<file path="src/rtl/out_port_uart_tx.sv">
// Streams every change of the processor's out_port as UART 8N1 frames through a capture FIFO.
// Define OUT_UART_PARITY_EN to insert an even-parity bit between the data bits and the stop bit.
module out_port_uart_tx #(
    parameter int CLKS_PER_BIT = 16,
    parameter int FIFO_DEPTH   = 4
) (
    input  logic                          clk,
    input  logic                          reset,
    input  logic [7:0]                    port_data,
    output logic                          tx,
    output logic                          busy,
    output logic [$clog2(FIFO_DEPTH):0]   fifo_count,
    output logic                          fifo_full,
    output logic                          overflow
);
    localparam int AW = $clog2(FIFO_DEPTH);
    localparam int BW = (CLKS_PER_BIT > 2) ? $clog2(CLKS_PER_BIT) : 1;
    localparam logic [AW:0]   DEPTH_C = (AW+1)'(FIFO_DEPTH);
    localparam logic [BW-1:0] BAUD_TC = BW'(CLKS_PER_BIT - 1);

    typedef enum logic [2:0] {IDLE, START, DATA, PARITY, STOP} state_t;

`ifdef OUT_UART_PARITY_EN
    localparam state_t AFTER_DATA = PARITY;
`else
    localparam state_t AFTER_DATA = STOP;
`endif

    state_t          state, state_next;
    logic [7:0]      mem [FIFO_DEPTH];
    logic [AW-1:0]   wr_ptr, rd_ptr;
    logic [7:0]      last_val, shreg, shreg_next;
    logic [BW-1:0]   baud_cnt;
    logic [2:0]      bit_idx;
    logic            parity_q, parity_next;
    logic            baud_tc, push_req, push, pop, tx_d;

    assign baud_tc   = (baud_cnt == BAUD_TC);
    assign push_req  = (port_data != last_val);
    assign fifo_full = (fifo_count == DEPTH_C);
    assign pop       = (state == IDLE) && (fifo_count != '0);
    // A full FIFO still accepts a value on the edge the head is popped.
    assign push      = push_req && (!fifo_full || pop);

    always_ff @(posedge clk) begin
        if (reset) state <= IDLE;
        else       state <= state_next;
    end

    always_comb begin
        state_next = state;
        unique case (state)
            IDLE:    if (pop) state_next = START;
            START:   if (baud_tc) state_next = DATA;
            DATA:    if (baud_tc && bit_idx == 3'd7) state_next = AFTER_DATA;
            PARITY:  if (baud_tc) state_next = STOP;
            STOP:    if (baud_tc) state_next = IDLE;
            default: state_next = IDLE;
        endcase
    end

    // tx is computed from the next state so the line changes on the same edge as the FSM.
    always_comb begin
        busy        = (state != IDLE);
        shreg_next  = shreg;
        parity_next = parity_q;
        if (pop) begin
            shreg_next  = mem[rd_ptr];
            parity_next = ^mem[rd_ptr];
        end else if (state == DATA && baud_tc) begin
            shreg_next = {1'b0, shreg[7:1]};
        end
        unique case (state_next)
            START:   tx_d = 1'b0;
            DATA:    tx_d = shreg_next[0];
            PARITY:  tx_d = parity_next;
            default: tx_d = 1'b1;
        endcase
    end

    always_ff @(posedge clk) begin
        if (push) mem[wr_ptr] <= port_data;
    end

    always_ff @(posedge clk) begin
        if (reset) begin
            tx         <= 1'b1;
            shreg      <= '0;
            parity_q   <= 1'b0;
            baud_cnt   <= '0;
            bit_idx    <= '0;
            wr_ptr     <= '0;
            rd_ptr     <= '0;
            fifo_count <= '0;
            overflow   <= 1'b0;
            last_val   <= '0;
        end else begin
            tx       <= tx_d;
            shreg    <= shreg_next;
            parity_q <= parity_next;
            baud_cnt <= (state == IDLE || baud_tc) ? '0 : baud_cnt + 1'b1;
            if (pop)                        bit_idx <= '0;
            else if (state == DATA && baud_tc) bit_idx <= bit_idx + 1'b1;
            if (push_req)           last_val <= port_data;
            if (push_req && !push)  overflow <= 1'b1;
            if (push)               wr_ptr   <= wr_ptr + 1'b1;
            if (pop)                rd_ptr   <= rd_ptr + 1'b1;
            unique case ({push, pop})
                2'b10:   fifo_count <= fifo_count + 1'b1;
                2'b01:   fifo_count <= fifo_count - 1'b1;
                default: fifo_count <= fifo_count;
            endcase
        end
    end
endmodule

</file>
<file path="config.mk">
export PLATFORM = sky130hd
export DESIGN_NAME = out_port_uart_tx
export DESIGN_NICKNAME = d
export VERILOG_FILES = /design/src/rtl/out_port_uart_tx.sv
export SDC_FILE = /design/constraint.sdc
export NUM_CORES = 1
export LEC_CHECK = 0
export CAP_MARGIN = 40
export CORE_MARGIN = 5
export CORE_UTILIZATION = 60
export DETAILED_ROUTE_END_ITERATION = 12
export PLACE_DENSITY = 0.84
export SYNTH_ARGS = -nofsm -noshare
export SYNTH_HDL_FRONTEND = slang
export SYNTH_SLANG_ARGS = --single-unit
</file>
<file path="constraint.sdc">
create_clock -name clk -period 6.5 [get_ports clk]
set_clock_uncertainty 0.2 [all_clocks]
set_input_delay 0.975 -clock clk [delete_from_list [all_inputs] [get_ports clk]]
set_output_delay 0.975 -clock clk [all_outputs]
set_load 0.05 [all_outputs]
</file>
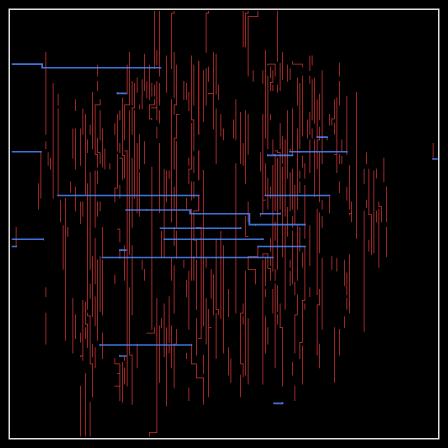
**Above:** signal wires by layer.
Only two layers are drawn.
[red] metal 2 | wire length: 2,590 um
[blue] metal 3 | wire length: 232 um
DR WL/cell: 16.1 um
via count: 1,727
Total Routing Usage GR: 18.4%
Detailed Route WL: 5110 um

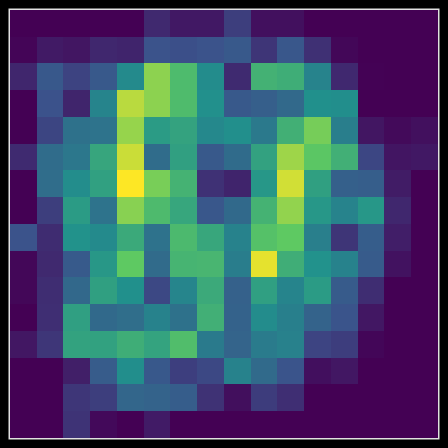
**Above:** wire density map.
16 x 16 tiles, from dark purple (low) to yellow (high), scaled to the fullest tile. Values are wire area over tile area, all layers added.
mean over tiles: 0.13
emptiest ninth of the die: bottom right
nearly empty tiles: 25%
densest ninth of the die: middle
tiles over half the peak: 23%
fullest tile: 0.44

==> results.py <==
# Synthesis and PnR figures
metrics = {
    "global_routing": {
        "grt_overflow": 0,
        "grt_max_degree": 35,
        "grt_pass1_vias": 1750,
        "antenna_found_initial": 0,
    },
    "cells_and_area": {
        "fin_nets": 263,
        "comb_share_pct": 33.6,
        "signal_buffers": 17,
        "fin_util_pct": 71.0,
        "diodes": 0,
        "inv_count": 7,
        "logic_gate_count": 140,
        "clkbuf_count": 9,
        "bufAreaShareNonClock_pct": 5.00,
        "largest_cell_class": "sequential cells",
        "fin_cells": 317,
        "final_cell_mix": "dfxtp_1 (38), edfxtp_1 (32), nor2_1 (22)",
        "ff_count": 70,
        "largest_reg_flops": 32,
        "reg_top3": "mem: 32 flops, last_val: 8 flops, shreg: 8 flops",
        "final-clk-cell-share_pct": 6.79,
        "synthToLayoutAreaGrowth_pct": 14.8,
        "fillerInstances": 316,
    },
    "die": {
        "io_pins": 17,
        "die_w_um": 79.8,
        "die_area_um2": 6370,
        "fp.dieH_um": 79.8,
        "initCoreUtil_pct": 61.9,
    },
    "critical_path": {
        "crit_family": "buffers and inverters",
        "cpMaxStageDelayCell": "clkdlybuf4s50_1",
        "reg2reg_from": "state[0]",
        "critPathMaxStageDelay_ns": 0.73,
        "start_kind": "flop",
        "path_class": "reg2out",
        "worst_ep_required_time_ns": 5.32,
        "crit_path_end": "busy",
        "reg2reg_slack_ns": 3.89,
        "worst-endpoint-arrival_ns": 1.97,
        "r2r_end": "fifo_count[1]",
        "reg2regPathDepth": 6,
        "cp.depth": 3,
    },
    "synthesis": {
        "netlist.area_leader.share_pct": 32.9,
        "synth_area_per_cell_um2": 12.9,
        "synthAdderAreaFrac_pct": 3.68,
        "yosys-stat-cells": 226,
        "edf_count": 32,
        "postSynthSeqShare_pct": 58.9,
        "yosysMostFrequentCell": "dfxtp_1",
        "netlist_top_cells_count": "dfxtp_1 (38), edfxtp_1 (32), nor2_1 (22)",
        "yosysUniqueCellTypes": 41,
        "synth_area_um2": 2920,
        "ys_sh_mux_pct": 10.3,
        "xor_share_pct": 6.29,
    },
    "clocking": {
        "htreeDepth": 3,
        "cts.sinks": 70,
        "clk_latency_ns": 0.35,
        "ctsHoldBuffers": 0,
        "numCtsBuffers": 9,
    },
    "power": {
        "seqPwrFrac_pct": 41.8,
        "leakage_nw": 1.25,
        "p_per_area_nw_per_um2": 421,
        "power_switching_w": 0.000470,
        "p_total_w": 0.00141,
        "p_comb_share_pct": 30.0,
    },
    "timing": {
        "layout_min_cycle_time_ns": 3.15,
        "slew_violations": 0,
        "max_freq_mhz": 317,
        "setup_slack_ns": 3.35,
        "whs_ns": 0.252,
        "rsz0062_at_grt": "false",
        "setup_violations": 0,
        "finalSetupTns_ns": 0,
        "finalHoldViolations": 0,
    },
    "routing": {
        "dr.pass1.iters": 4,
        "drc": 0,
        "ant_nets": 0,
    },
    "worst_hold_path": {
        "hp-class": "reg2reg",
    },
    "place": {
        "dp_cells": 301,
        "dpl_worst_slack_ns": 3.10,
        "gp_congestion": 0.807,
        "port_buffers": 16,
    },
    "outcome": {
        "run_status": "complete, no violations",
    },
}
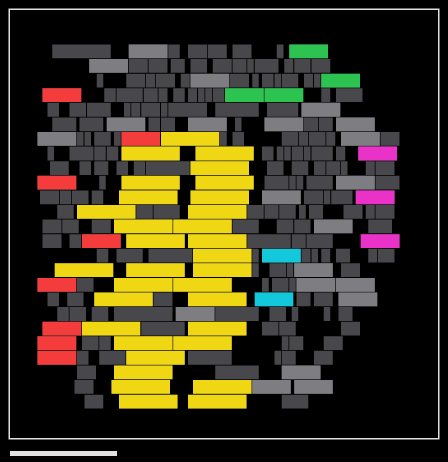
**Above:** where the registers sit.
The bar under the picture is 20 um long. Other sequential cells in the stronger grey, the rest of the logic in the fainter grey.
[green] baud_cnt | sequential cells: 4
[cyan] rd_ptr | sequential cells: 2
[yellow] mem | sequential cells: 32
[magenta] bit_idx | sequential cells: 3
[red] last_val | sequential cells: 8
register area: 1720 um2
Flop+latch power: 0.000591 W
Seq/total area: 51.3%

-- power groups by stage --
stage / Clock, W / Sequential [W] / Combinational (W)
6_report: 0.000400 / 0.000591 / 0.000424
2_1_floorplan: 0 / 0.000610 / 0.000319
5_1_grt: 0.000424 / 0.000602 / 0.000462
3_5_place_dp: 0 / 0.000602 / 0.000423
4_1_cts: 0.000403 / 0.000593 / 0.000425
3_3_place_gp: 0 / 0.000598 / 0.000408
-- layer usage --
metal / track usage, % / part of all wire, % / up-vias
li1: - / - / 859
met1: 22.5 / 42 / 826
met2: 29.5 / 51 / 34
met3: 4.74 / 4.5 / 8
met4: 10.6 / 2.2 / 0
met5: 0 / 0 / -
Power figures rest on the tool's default switching activity, not on a simulated workload.
